==> src/rtl/grf_write_sched.sv <==
// Single-write-port scheduler for the GRF: the W stage always wins the port,
// long-latency results wait in a small FIFO and drain in idle W slots.
module grf_write_sched #(
  parameter int DEPTH    = 4,
  parameter int AW       = 2,
  parameter int MAX_WAIT = 8
) (
  input  logic          clk,
  input  logic          reset,
  input  logic          wb_we,
  input  logic [4:0]    wb_addr,
  input  logic [31:0]   wb_data,
  input  logic          ll_valid,
  input  logic [4:0]    ll_addr,
  input  logic [31:0]   ll_data,
  output logic          ll_ready,
  output logic          grf_we,
  output logic [4:0]    grf_addr,
  output logic [31:0]   grf_data,
  input  logic [4:0]    q_a1,
  input  logic [4:0]    q_a2,
  output logic          busy1,
  output logic          busy2,
  output logic          stall_req,
  output logic [AW:0]   count
);

  localparam int WW = $clog2(MAX_WAIT + 1);
  localparam logic [AW:0]   FULL   = (AW + 1)'(DEPTH);
  localparam logic [WW-1:0] WMAX   = WW'(MAX_WAIT);
  localparam logic [AW-1:0] PTR_ONE = AW'(1);
  localparam logic [WW-1:0] W_ONE   = WW'(1);

  logic [4:0]       entry_addr_q [DEPTH];
  logic [31:0]      entry_data_q [DEPTH];
  logic [DEPTH-1:0] entry_vld_q;
  logic [AW-1:0]    rd_ptr_q, wr_ptr_q;
  logic [AW:0]      count_q, count_d;
  logic [WW-1:0]    wait_q, wait_d;

  logic wb_act, pop, push, fifo_nonempty;

  assign wb_act        = wb_we && (wb_addr != 5'd0);
  assign fifo_nonempty = (count_q != '0);
  assign ll_ready      = reset && (count_q < FULL);
  assign push          = ll_valid && ll_ready && (ll_addr != 5'd0);
  assign pop           = reset && !wb_act && fifo_nonempty;
  assign count         = count_q;
  assign stall_req     = (wait_q >= WMAX);

  // Outputs are gated by reset so a W-stage write cannot leak through while held.
  always_comb begin
    grf_we   = 1'b0;
    grf_addr = 5'd0;
    grf_data = 32'd0;
    if (reset) begin
      if (wb_act) begin
        grf_we   = 1'b1;
        grf_addr = wb_addr;
        grf_data = wb_data;
      end else if (fifo_nonempty) begin
        grf_we   = 1'b1;
        grf_addr = entry_addr_q[rd_ptr_q];
        grf_data = entry_data_q[rd_ptr_q];
      end
    end
  end

  always_comb begin
    busy1 = 1'b0;
    busy2 = 1'b0;
    for (int i = 0; i < DEPTH; i++) begin
      if (entry_vld_q[i] && (entry_addr_q[i] == q_a1) && (q_a1 != 5'd0)) busy1 = 1'b1;
      if (entry_vld_q[i] && (entry_addr_q[i] == q_a2) && (q_a2 != 5'd0)) busy2 = 1'b1;
    end
  end

  always_comb begin
    count_d = count_q;
    case ({push, pop})
      2'b10:   count_d = count_q + (AW + 1)'(1);
      2'b01:   count_d = count_q - (AW + 1)'(1);
      default: count_d = count_q;
    endcase
  end

  // The wait counter only measures cycles where a queued entry lost the port.
  always_comb begin
    wait_d = wait_q;
    if (pop || !fifo_nonempty) begin
      wait_d = '0;
    end else if (wb_act && (wait_q != WMAX)) begin
      wait_d = wait_q + W_ONE;
    end
  end

  always_ff @(posedge clk or negedge reset) begin
    if (!reset) begin
      rd_ptr_q    <= '0;
      wr_ptr_q    <= '0;
      count_q     <= '0;
      wait_q      <= '0;
      entry_vld_q <= '0;
    end else begin
      count_q <= count_d;
      wait_q  <= wait_d;
      if (pop) begin
        rd_ptr_q              <= rd_ptr_q + PTR_ONE;
        entry_vld_q[rd_ptr_q] <= 1'b0;
      end
      if (push) begin
        wr_ptr_q              <= wr_ptr_q + PTR_ONE;
        entry_vld_q[wr_ptr_q] <= 1'b1;
      end
    end
  end

  always_ff @(posedge clk) begin
    if (push) begin
      entry_addr_q[wr_ptr_q] <= ll_addr;
      entry_data_q[wr_ptr_q] <= ll_data;
    end
  end

endmodule
==> config.mk <==
export PLATFORM = sky130hd
export DESIGN_NAME = grf_write_sched
export DESIGN_NICKNAME = d
export VERILOG_FILES = /design/src/rtl/grf_write_sched.sv
export SDC_FILE = /design/constraint.sdc
export NUM_CORES = 1
export LEC_CHECK = 0
export CORE_AREA = 2 2 147 149
export CTS_CLUSTER_DIAMETER = 50
export DETAILED_ROUTE_END_ITERATION = 7
export DIE_AREA = 0 0 149 151
export PLACE_DENSITY = 0.55
export SKIP_CTS_REPAIR_TIMING = 1
export SYNTH_ARGS = -nofsm -noshare
export SYNTH_HDL_FRONTEND = slang
export SYNTH_SLANG_ARGS = --single-unit
==> constraint.sdc <==
create_clock -name clk -period 2.4 [get_ports clk]
set_input_delay 0.24 -clock clk [delete_from_list [all_inputs] [get_ports clk]]
set_output_delay 0.24 -clock clk [all_outputs]
set_load 0.01 [all_outputs]
==> changes_impl.md, run 1 <==
### Implementation results

* CP Launch Type: primary input
* Largest net degree at the start of global routing at 41
* Fmax at 0.398 GHz
* Peak VDD IR at 0.000591 V
* Layout cell share with drive strength beyond 1 at 21.7%
* Synth Seq Share at 67.0%
* DR iter-0 viols at 221
* Vias in the first global route at 4,514
* Drt via density at 4.91
* Post-synth regs at 163
* Yosys warning total at 0
* CP required at 2.16 ns
* Most frequent cells in the layout: 148 x edfxtp_1, 92 x clkdlybuf4s50_1, 40 x dlymetal6s2s_1
* Critical path type: primary input to output pin
* Row count at 53
* Mux share at 11.9%
* Logic area at 2230 µm²
* Core utilization at floorplan at 34.6%
* Top flop regs: entry_data_q x128, entry_addr_q x20
* OpenROAD warnings at 34
* Final setup fails at 1
* Largest Register: entry_data_q
* Adder share at 2.19%
* Antenna-violating nets left at 0
* Dpl hpwl at 11,200 µm
* Dominant cell area share at 61.8%
* Pwr dens at 927 nW/µm²
* Final setup TNS at -0.110 ns
* CP Max Fanout at 15
* Die Size at ~22,000 µm²
* RSZ-0062 raised after global routing: true
* Clk pin slew, worst setup/hold paths at ~0.06 ns
* Sequential cell area at ~4800 µm²
* Mapped Area at just over 7000 µm²
* Lkg Pwr at 0.00401 µW
* Router iterations before antenna repair at 4
* Core area at 20,800 µm²
* Failing checks: negative setup slack
* Global-route wire length before repair at 25,300 µm
* Xor+xnor area frac at approximately 5.7%
* # IOs at 133
* Port Buffers at 132
* H-tree depth at 4
* Slew Viols, Final at 0
* And+or+nand+nor area frac at a little over 4%
* Maxcap violations at 0
* Worst-margin pin slew at 0.401 ns
* Relative slew slack at 73.2%
* Worst path bufs/invs at 4
* Max incr delay on CP at 0.59 ns
* Total CTS buffers at 17
* Compound-Gate Fraction of Synth Area at about 6.2%
* Syn Nets at 509
* # Cells Yosys at 409
* Top comb family, area: multiplexers
* Status: complete, but fails checks
* Final hold viol count at 0
* Fillers at 1,798
* Cell area after layout at 9970 µm²
* Total GRT Usage at 15.1%
* Deepest clock path buffer count at 2
* Largest delay share family, worst path: buffers and inverters
* CP cell instances: clkdlybuf4s50_1 -> o41a_4 -> and2_4 -> buf_6 -> buf_4 -> a22o_1 -> dlymetal6s2s_1
* CTS tree: done
* Netlist cell types at 38
* Element type at the critical path end: output pin
* Root Driver: clkbuf_16
* Post-layout period usage at 105%
* Count of clock tree sinks at ~160
* Placed cell area at 9100 µm²
* Most frequent logic cell in the layout: edfxtp_1
* Worst setup margin at -0.110 ns
* Area Overhead vs Synth at 38.6%
* Gr ovfl total at 0
* Worst hold path type: primary input to async pin
* Critical Path AT at approximately 2.3 ns
run 1: metrics by stage:
step           setup slack (ns)  hold WS (ns)  std cells  utilization [%]  total power, µW
6_report                 -0.110         0.301        863             47.9             9240
3_5_place_dp             -0.244         0.506        821             43.7             6440
5_1_grt                  -0.160         0.324        863             47.9             9710
3_3_place_gp             -0.218         0.495        821             43.7             6390
4_1_cts                  -0.298         0.277        853             46.6             9230
2_1_floorplan             0.106       -0.0556        409                -             5200
run 1: layer usage:
| metal | wire, µm | vias to the layer above | share of wire, % | global-route usage [%] |
|---|---|---|---|---|
| li1 | - | 1938 | - | - |
| met1 | 7330 | 2163 | 43 | 19.4 |
| met2 | 8380 | 117 | 49 | 25.3 |
| met3 | 980 | 21 | 5.8 | 4.19 |
| met4 | 255 | 0 | 1.5 | 4.48 |
| met5 | 0 | - | 0 | 0 |
run 1: worst reg2reg max path, delay by kind of cell (launching register included):
family	cells	cell delay, ns
and+or+nand+nor	3	0.36
buffers and inverters	3	0.29
adders and majority gates	2	0.38
AOI/OAI and AO/OA	1	0.26
xor gates and xnor gates	2	0.28
DFF	1	0.38
run 1: cell families (layout without fill, tap and decap cells):
logic type / count (synthesis) / after routing
flip-flops: 163 / 163
AND/OR/NAND/NOR: 57 / 58
AND-OR/OR-AND: 51 / 51
XOR/XNOR: 47 / 47
buffers and inverters: 40 / 216
multiplexers: 39 / 39
adder cells (fa/ha/maj): 12 / 12
other: 0 / 2
run 1: cell usage after synthesis:
cell      number
a21boi_0       4
a21o_1         4
a21oi_1        2
a22o_1        31
a32o_1         2
and2_1         4
and2_4         1
and3_1         1
buf_1          4
buf_2          7
buf_4          2
buf_6          1
buf_8          3
clkbuf_1      13
dfrtp_1       15
edfxtp_1     148
fa_1           1
ha_1          11
inv_1         10
mux2i_1        2
mux4_2        37
nand2_1       17
nand3_1       11
nand4_1        3
nand4b_1       1
nor2_1         5
nor2b_1        1
nor3_1         1
nor4_1         8
o21a_1         3
o21ai_0        3
o41a_4         1
o41ai_4        1
or2_4          1
or3_1          1
or4_1          2
xnor2_1       12
xor2_1        35
run 1: worst paths after layout:
check                                    startpoint  depth (start not counted)                      endpoint  slack [ns]
setup / recovery                         wb_addr[3]                          7                   grf_data[6]       -0.11
hold / removal                                reset                          2      entry_vld_q[0]$_DFF_PN0_        0.30
setup reg to reg               count[2]$_DFFE_PN0P_                         11          count[2]$_DFFE_PN0P_        0.34
hold reg to reg            entry_vld_q[0]$_DFF_PN0_                          1      entry_vld_q[0]$_DFF_PN0_        0.52
max in group asynchronous                     reset                          4       rd_ptr_q[1]$_DFFE_PN0N_        1.66
min in group clk                         ll_data[0]                          1  entry_data_q[3][0]$_DFFE_PP_        0.46
run 1: where the power goes:
part | switching [µW] | internal, µW
logic | 1270 | 1600
registers | 166 | 3430
clock network | 1120 | 1660
run 1: area by class of cell:
type,instances,share of cell area (%)
Inverter,10,0.377
Clock inverter,14,1.77
Antenna cell,2,0.0502
Multi-Input combinational cell,207,22.3
Sequential cell,163,48.4
Tap cell,275,3.45
Timing Repair Buffer,174,19.3
Clock buffer,18,4.31
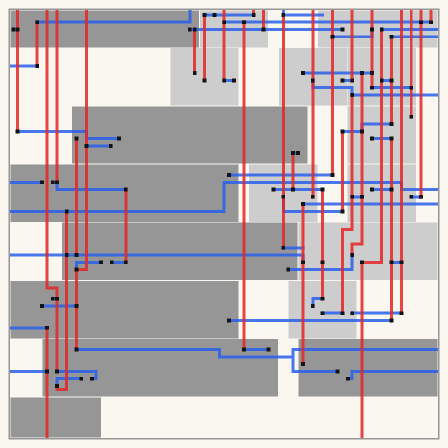
(run_1/zoom.png)
Region (102, 28) to (122, 48) µm. Cells in grey, sequential cells in the stronger grey; small squares are vias.
- met1: blue
- met2: red
- most frequent: xor2_1 (8), edfxtp_1 (7), mux4_2 (2)
- netlist names of flops here include: entry_addr_q (7)
- sequential cells in the window: 7
- cells with their middle in the window: 17

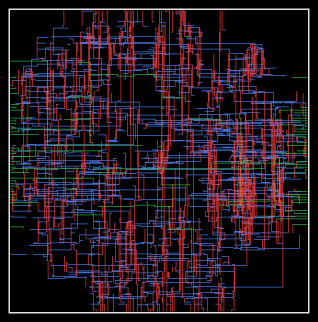
(run_1/metal_stack.png)
(2 px per µm)
- met2: red (wire length 8,380 µm)
- met4: orange (wire length 256 µm)
- met1: blue (wire length 7,330 µm)
- met3: green (wire length 980 µm)
Via Count: 4,239
WL final: 16,900 µm
drt wl/cell: 19.6 µm

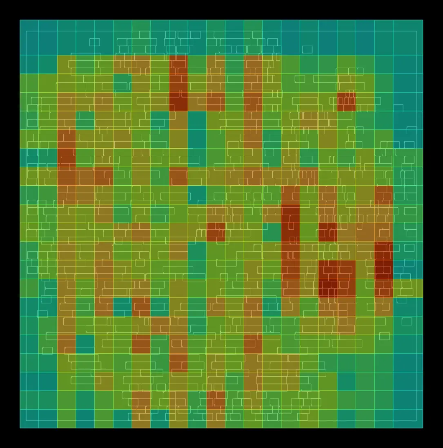
(run_1/final_congestion.png)
met2 GRT Util: 25.3%
met1 usage: 19.4%
GRT busiest layer: met2

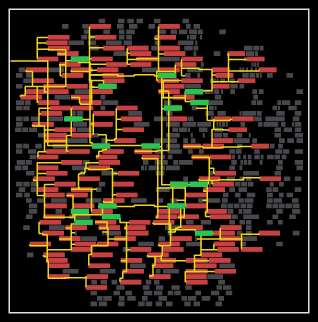
(run_1/clock_map.png)
(2 px per µm)
- cells driving clock nets: green (count 17)
- clock wires: yellow (length 1,890 µm)
- flip-flops: red (count 163)
- routed clock nets: 18
Clock Power: 2770 µW
Worst-Skew Late Latency: 0.41 ns
Clock Skew: 0.00536 ns
clock share of power: 30.0%

==> run_1/met4.png <==
(2 px per µm)
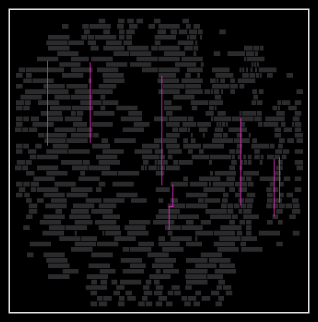

==> inputs of run 2 (changes only) <==
--- a/config.mk
+++ b/config.mk
@@ -10,7 +10,9 @@
 export DETAILED_ROUTE_END_ITERATION = 7
 export DIE_AREA = 0 0 149 151
 export PLACE_DENSITY = 0.55
+export SETUP_SLACK_MARGIN = 0.05
 export SKIP_CTS_REPAIR_TIMING = 1
+export SLEW_MARGIN = 0
 export SYNTH_ARGS = -nofsm -noshare
 export SYNTH_HDL_FRONTEND = slang
 export SYNTH_SLANG_ARGS = --single-unit
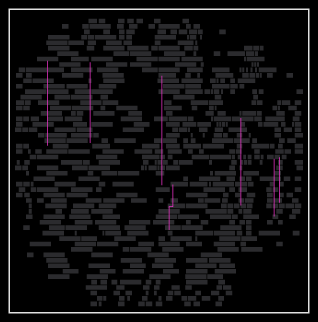
(run_2/met4.png)
(2 px per µm)
- main direction: vertical
- wire length on this layer: 256 µm
- nets with wire on the layer: 5
- longest straight run: 54.4 µm
- share of all routed wire: 1.5%
WL final: 16,900 µm
Via Count: 4,248

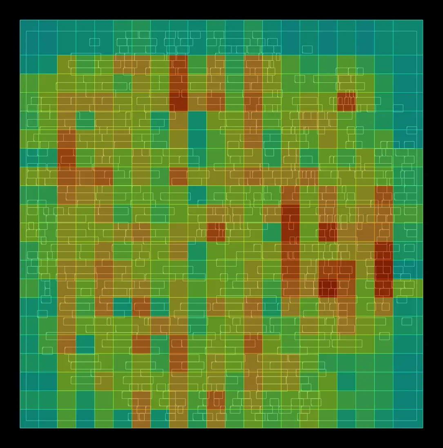
(run_2/final_congestion.png)
drt wl/cell: 19.6 µm
Final Core Density: 47.5%
Total GRT Usage: 15.1%
met3 usage: 4.19%

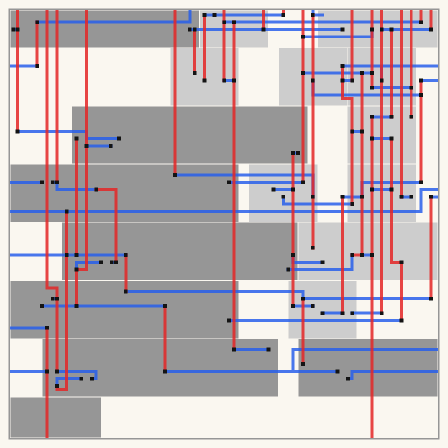
(run_2/zoom.png)
Region (102, 28) to (122, 48) µm. Cells in grey, sequential cells in the stronger grey; small squares are vias.
- met1: blue
- met2: red
- sequential cells in the window: 7
- most frequent: xor2_1 (8), edfxtp_1 (7), mux4_2 (2)
- cells with their middle in the window: 17
- netlist names of flops here include: entry_addr_q (7)

==> run 2 against run 1 <==
The flow now finishes without violations. Global-route usage stayed put. Clock power about the same. Synthesized area unchanged. Fmax grew 10%. Non-clock buffer count is the same. Register-to-register slack about the same. Sequential power about the same. First-iteration DRC count is 14% higher. Final area fell by 0.88%. Clock skew rose by 0.0015 ns. Critical path type unchanged.
==> changes_impl.md, run 2 <==
### Implementation results

* Mapped Area at 7190 µm² (unchanged)
* Layout cell share with drive strength beyond 1 at 23.7% (+2.0 points)
* DP Worst Slack at -0.244 ns (unchanged)
* Global-route wire length before repair at 25,300 µm (unchanged)
* H-tree depth at 4 (unchanged)
* Async SR Flop Fraction at 9.20% (unchanged)
* OpenROAD warnings at 34 (unchanged)
* Status: finished clean
* Router iterations before antenna repair at 4 (unchanged)
* Worst setup margin at 0.122 ns (+0.232 ns)
* Area Overhead vs Synth at 37.3%
* Clock Skew at 0.00682 ns (+0.00146 ns)
* Row count at 53 (unchanged)
* Slew Viols, Final at 0 (unchanged)
* Max incr delay on CP at 0.51 ns (-0.08 ns)
* Final setup TNS at 0 ns (+0.110 ns)
* Fillers at 1,799 (+0.056%)
* Relative slew slack at 74.1% (+0.83 points)
* Peak VDD IR at 0.000592 V (about the same)
* Root Driver: clkbuf_16
* DR iter-0 viols at 251 (+14%)
* Worst-Skew Late Latency at 0.42 ns (about the same)
* CP cell instances: clkdlybuf4s50_1 -> o41a_4 -> and2_4 -> buf_6 -> a22o_1 -> dlymetal6s2s_1
* Syn Nets at 509 (unchanged)
* Critical path type: primary input to output pin
* Dominant cell area share at 61.8% (unchanged)
* Fmax at 0.439 GHz (+10%)
* Critical Path AT at 2.04 ns (-0.23 ns)
* Die Size at 22,500 µm² (unchanged)
* Clk pin slew, worst setup/hold paths at 0.06 ns (about the same)
* Main synth FF type: edfxtp_1
* CP Launch Type: primary input
* Gr ovfl total at 0 (unchanged)
* Pwr dens at 932 nW/µm² (+0.52%)
* Total CTS buffers at 17 (unchanged)
* Post-synth regs at 163 (unchanged)
* Worst-margin pin slew at 0.385 ns (-0.0165 ns)
* # diodes at 0 (-2)
* Synth Seq Share at 67.0% (unchanged)
* Post-route insts no fill at 861 (-0.23%)
* Dpl hpwl at 11,200 µm (unchanged)
* Element type at the critical path end: output pin
* Maxcap violations at 0 (unchanged)
* Lkg Pwr at 0.00389 µW (-3.2%)
* CP required at 2.16 ns (about the same)
* Yosys top cell by instances: edfxtp_1
* Largest delay share family, worst path: buffers and inverters
* Hold WS at 0.295 ns (-0.00617 ns)
* Deepest clock path buffer count at 2 (unchanged)
* CP Max Fanout at 14 (-1)
* Vias in the first global route at 4,514 (unchanged)
* Worst hold path type: primary input to async pin
* CTS tree: done
* Final setup fails at 0 (-1)
* Count of clock tree sinks at 163 (unchanged)
* Yosys warning total at 0 (unchanged)
* Worst path bufs/invs at 3 (-1)
* Most frequent logic cell in the layout: edfxtp_1
* Largest Register: entry_data_q
* Post-layout period usage at 94.9% (-9.6 points)
* Netlist cell types at 38 (unchanged)
* Port Buffers at 132 (unchanged)
* Post-synth EDFFs at 148 (unchanged)
* Core utilization at floorplan at 34.6% (unchanged)
* Most frequent cells in the layout: 148 x edfxtp_1, 88 x clkdlybuf4s50_1, 37 x mux4_2
* RSZ-0062 raised after global routing: true
==> run 2: metal layers <==
layer,global-route usage (%),vias to the layer above,share of wire (%)
met5,0,-,0
met4,4.48,0,1.5
met3,4.19,20,4.7
met2,25.3,114,50
met1,19.4,2182,44
li1,-,1932,-
==> run 2: path summary, 6_finish.rpt <==
| check | start | slack (ns) | cells after the start | endpoint |
|---|---|---|---|---|
| max | wb_addr[4] | 0.12 | 6 | grf_data[16] |
| max reg2reg | count[2]$_DFFE_PN0P_ | 0.33 | 11 | count[2]$_DFFE_PN0P_ |
| min | reset | 0.30 | 2 | entry_vld_q[0]$_DFF_PN0_ |
| min in group clk | ll_data[0] | 0.46 | 1 | entry_data_q[3][0]$_DFFE_PP_ |
| max in group asynchronous | reset | 1.67 | 4 | rd_ptr_q[1]$_DFFE_PN0N_ |
| min reg2reg | entry_vld_q[0]$_DFF_PN0_ | 0.52 | 1 | entry_vld_q[0]$_DFF_PN0_ |
==> run 2: cells by family after synthesis <==
kind of cell / after synthesis / synth area share (%)
mux: 39 / 11.9
xor+xnor: 47 / 5.72
fa+ha+maj: 12 / 2.19
flops: 163 / 67.0
compound gates: 51 / 6.23
simple gates: 57 / 4.12
buf+inv: 40 / 2.89
==> run 2: layout make-up <==
type                            count  area [µm²]  area share, %
Sequential cell                   163        4820           48.8
Multi-Input combinational cell    207        2230           22.6
Timing Repair Buffer              174        1840           18.7
Clock buffer                       18         429           4.34
Tap cell                          275         344           3.48
Clock inverter                     14         176           1.79
Inverter                           10        37.5          0.380
==> run 2: per-stage QoR <==
stage                     utilization, %  area (µm²)  power [µW]
after floorplan                        -        7200        5200
after global placement              43.7        9100        6390
after detailed placement            43.7        9100        6440
after CTS                           46.6        9700        9230
after global routing                47.5        9880        9670
final                               47.5        9880        9210
==> run 2: power by group <==
part | switching [µW] | leakage (µW) | internal [µW]
logic | 1270 | 0.00207 | 1570
registers | 163 | 0.00152 | 3430
clock network | 1120 | 0.000294 | 1660
total | 2560 | 0.00389 | 6650
==> run 2: worst reg2reg max path, delay by kind of cell, from the launching register on <==
family | cells | cell delay, ns
DFF | 1 | 0.38
buffers and inverters | 3 | 0.29
AOI/OAI and AO/OA | 1 | 0.26
and+or+nand+nor | 3 | 0.36
adders and majority gates | 2 | 0.38
xor gates and xnor gates | 2 | 0.28
==> inputs of run 3 (changes only) <==
--- a/config.mk
+++ b/config.mk
@@ -9,6 +9,7 @@
 export CTS_CLUSTER_DIAMETER = 50
 export DETAILED_ROUTE_END_ITERATION = 7
 export DIE_AREA = 0 0 149 151
+export HOLD_SLACK_MARGIN = 0.06
 export PLACE_DENSITY = 0.55
 export SETUP_SLACK_MARGIN = 0.05
 export SKIP_CTS_REPAIR_TIMING = 1
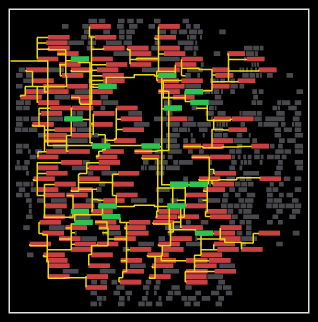
(run_3/clock_map.png)
(2 px per µm)
- clock wires: yellow (length 1,900 µm)
- flip-flops: red (count 163)
- cells driving clock nets: green (count 17)
- routed clock nets: 18

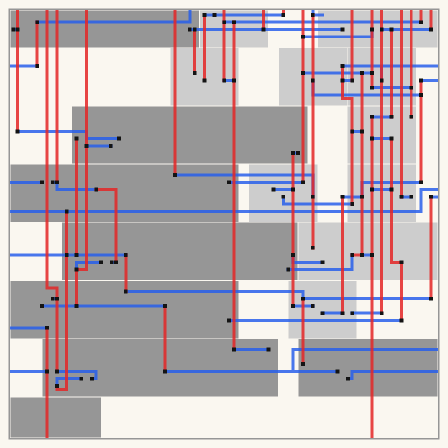
(run_3/zoom.png)
Region (102, 28) to (122, 48) µm. Cells in grey, sequential cells in the stronger grey; small squares are vias.
- met2: red
- met1: blue
- sequential cells in the window: 7
- netlist names of flops here include: entry_addr_q (7)
- cells with their middle in the window: 17
- most frequent: xor2_1 (8), edfxtp_1 (7), mux4_2 (2)

==> run 3 against run 2 <==
Clock skew unchanged. Final area unchanged. Clock power hardly changed. Combinational power hardly changed. Critical path type unchanged. Largest power group unchanged. Highest routed layer unchanged.
==> changes_impl.md, run 3 <==
### Implementation results

* Status: finished clean
* Critical Path AT at 2.04 ns (about the same)
* Worst-margin pin slew at 0.385 ns (unchanged)
* Element type at the critical path end: output pin
* Cell area after layout at 9880 µm² (unchanged)
* Most frequent logic cell in the layout: edfxtp_1
* DR iter-0 viols at 251 (unchanged)
* Worst hold path type: primary input to async pin
* Hold WS at 0.295 ns (unchanged)
* Placed cell area at 9100 µm² (unchanged)
* Via Count at 4,248 (unchanged)
* Adder share at 2.19% (unchanged)
* Port Buffers at 132 (unchanged)
* Layout cell share with drive strength beyond 1 at 23.7% (unchanged)
* Count of clock tree sinks at 163 (unchanged)
* Netlist cell types at 38 (unchanged)
* Gr ovfl total at 0 (unchanged)
* Mapped Area at 7190 µm² (unchanged)
* Clock Skew at 0.00682 ns (unchanged)
* Drt wl/cell at 19.6 µm (unchanged)
* Largest Register: entry_data_q
* Dpl hpwl at 11,200 µm (unchanged)
* Xor+xnor area frac at 5.72% (unchanged)
* Compound-Gate Fraction of Synth Area at 6.23% (unchanged)
* Max incr delay on CP at 0.51 ns (about the same)
* Post-layout period usage at 94.9% (unchanged)
* Antenna-violating nets left at 0
* Post-synth regs at 163 (unchanged)
* Yosys warning total at 0 (unchanged)
* CTS tree: done
* Syn Nets at 509 (unchanged)
* Top comb family, area: multiplexers
* Router iterations before antenna repair at 4 (unchanged)
* Root Driver: clkbuf_16
* H-tree depth at 4 (unchanged)
* Reg2reg path depth at 11 (unchanged)
* Synth Seq Share at 67.0% (unchanged)
* Clk pin slew, worst setup/hold paths at 0.06 ns (about the same)
* Area Overhead vs Synth at 37.3% (unchanged)
* WL final at 16,900 µm (unchanged)
* Die Size at 22,500 µm² (unchanged)
* Reg2reg start: count[2]$_DFFE_PN0P_
* Relative slew slack at 74.1% (unchanged)
* Pwr dens at 932 nW/µm² (unchanged)
* CP required at 2.16 ns (about the same)
* Final setup TNS at 0 ns (unchanged)
* CP cell instances: clkdlybuf4s50_1 -> o41a_4 -> and2_4 -> buf_6 -> a22o_1 -> dlymetal6s2s_1
* Most frequent cells in the layout: 148 x edfxtp_1, 88 x clkdlybuf4s50_1, 37 x mux4_2
* Worst-Skew Late Latency at 0.42 ns (about the same)
* Total CTS buffers at 17 (unchanged)
* Slew Viols, Final at 0 (unchanged)
* Mux share at 11.9% (unchanged)
* Post-synth EDFFs at 148 (unchanged)
* Yosys top cell by instances: edfxtp_1
* Row count at 53 (unchanged)
* Main synth FF type: edfxtp_1
* Fmax at 0.439 GHz (unchanged)
* Lkg Pwr at 0.00389 µW (unchanged)
* And+or+nand+nor area frac at 4.12% (unchanged)
* Total GRT Usage at 15.1% (unchanged)
* Maxcap violations at 0 (unchanged)
* Critical path type: primary input to output pin
* Deepest clock path buffer count at 2 (unchanged)
* Core utilization at floorplan at 34.6% (unchanged)
* CP Launch Type: primary input
* R2R Setup Slk at 0.33 ns (about the same)
* Top cells by area: edfxtp_1 62%, mux4_2 12%, dfrtp_1 5.2%
* CP Max Fanout at 14 (unchanged)
* Reg-to-reg critical path endpoint: count[2]$_DFFE_PN0P_
* Vias in the first global route at 4,514 (unchanged)
* Final setup fails at 0 (unchanged)
* Dominant cell area share at 61.8% (unchanged)
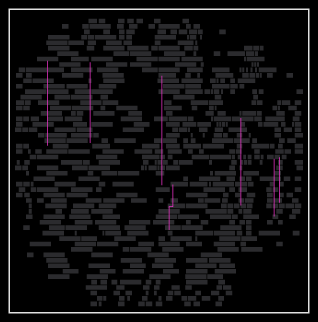
(run_3/met4.png)
(2 px per µm)
- wire length on this layer: 256 µm
- main direction: vertical

run 3: worst max path at each step:
stage                                       start              endpoint  slack [ns]  depth (start not counted)
after global placement                 wb_addr[3]          grf_data[30]       -0.22                          5
after floorplan                        wb_addr[1]  count[2]$_DFFE_PN0P_        0.11                         11
after detailed placement               wb_addr[3]          grf_data[22]       -0.24                          5
after CTS                 rd_ptr_q[0]$_DFFE_PN0N_          grf_data[30]       -0.30                          4
after global routing      rd_ptr_q[0]$_DFFE_PN0N_           grf_data[6]        0.05                          5
final                                  wb_addr[4]          grf_data[16]        0.12                          6
run 3: per-stage QoR:
step | setup slack (ns) | std cells | utilization, %
final | 0.122 | 861 | 47.5
after global routing | 0.0521 | 861 | 47.5
after CTS | -0.298 | 853 | 46.6
after detailed placement | -0.244 | 821 | 43.7
after global placement | -0.218 | 821 | 43.7
after floorplan | 0.106 | 409 | -
run 3: cell type report:
cell class / instances / area [µm²]
clock buffer: 18 / 429
clock inverter: 14 / 176
fill: 1799 / 10900
inverter: 10 / 37.5
multi-input combinational: 207 / 2230
sequential: 163 / 4820
tap: 275 / 344
timing repair buffer: 174 / 1840
run 3: cells by family after synthesis:
logic type      after synthesis
buf+inv                      40
mux                          39
simple gates                 57
fa+ha+maj                    12
flops                       163
compound gates               51
xor+xnor                     47
run 3: where the power goes:
group	total (µW)	internal, µW	switching [µW]
Combinational	2840	1570	1270
Clock	2780	1660	1120
Sequential	3590	3430	163
run 3: layer usage:
metal	GRT usage [%]	vias up	wire length [µm]
li1	-	1932	-
met1	19.4	2182	7450
met2	25.3	114	8410
met3	4.19	20	794
met4	4.48	0	255
met5	0	-	0
run 3: worst max-delay path, delay by kind of cell:
| kind | cells | cell delay [ns] |
|---|---|---|
| buffers and inverters | 3 | 0.83 |
| and+or+nand+nor | 1 | 0.24 |
| AOI/OAI and AO/OA | 2 | 0.73 |
Power figures rest on the tool's default switching activity, not on a simulated workload.
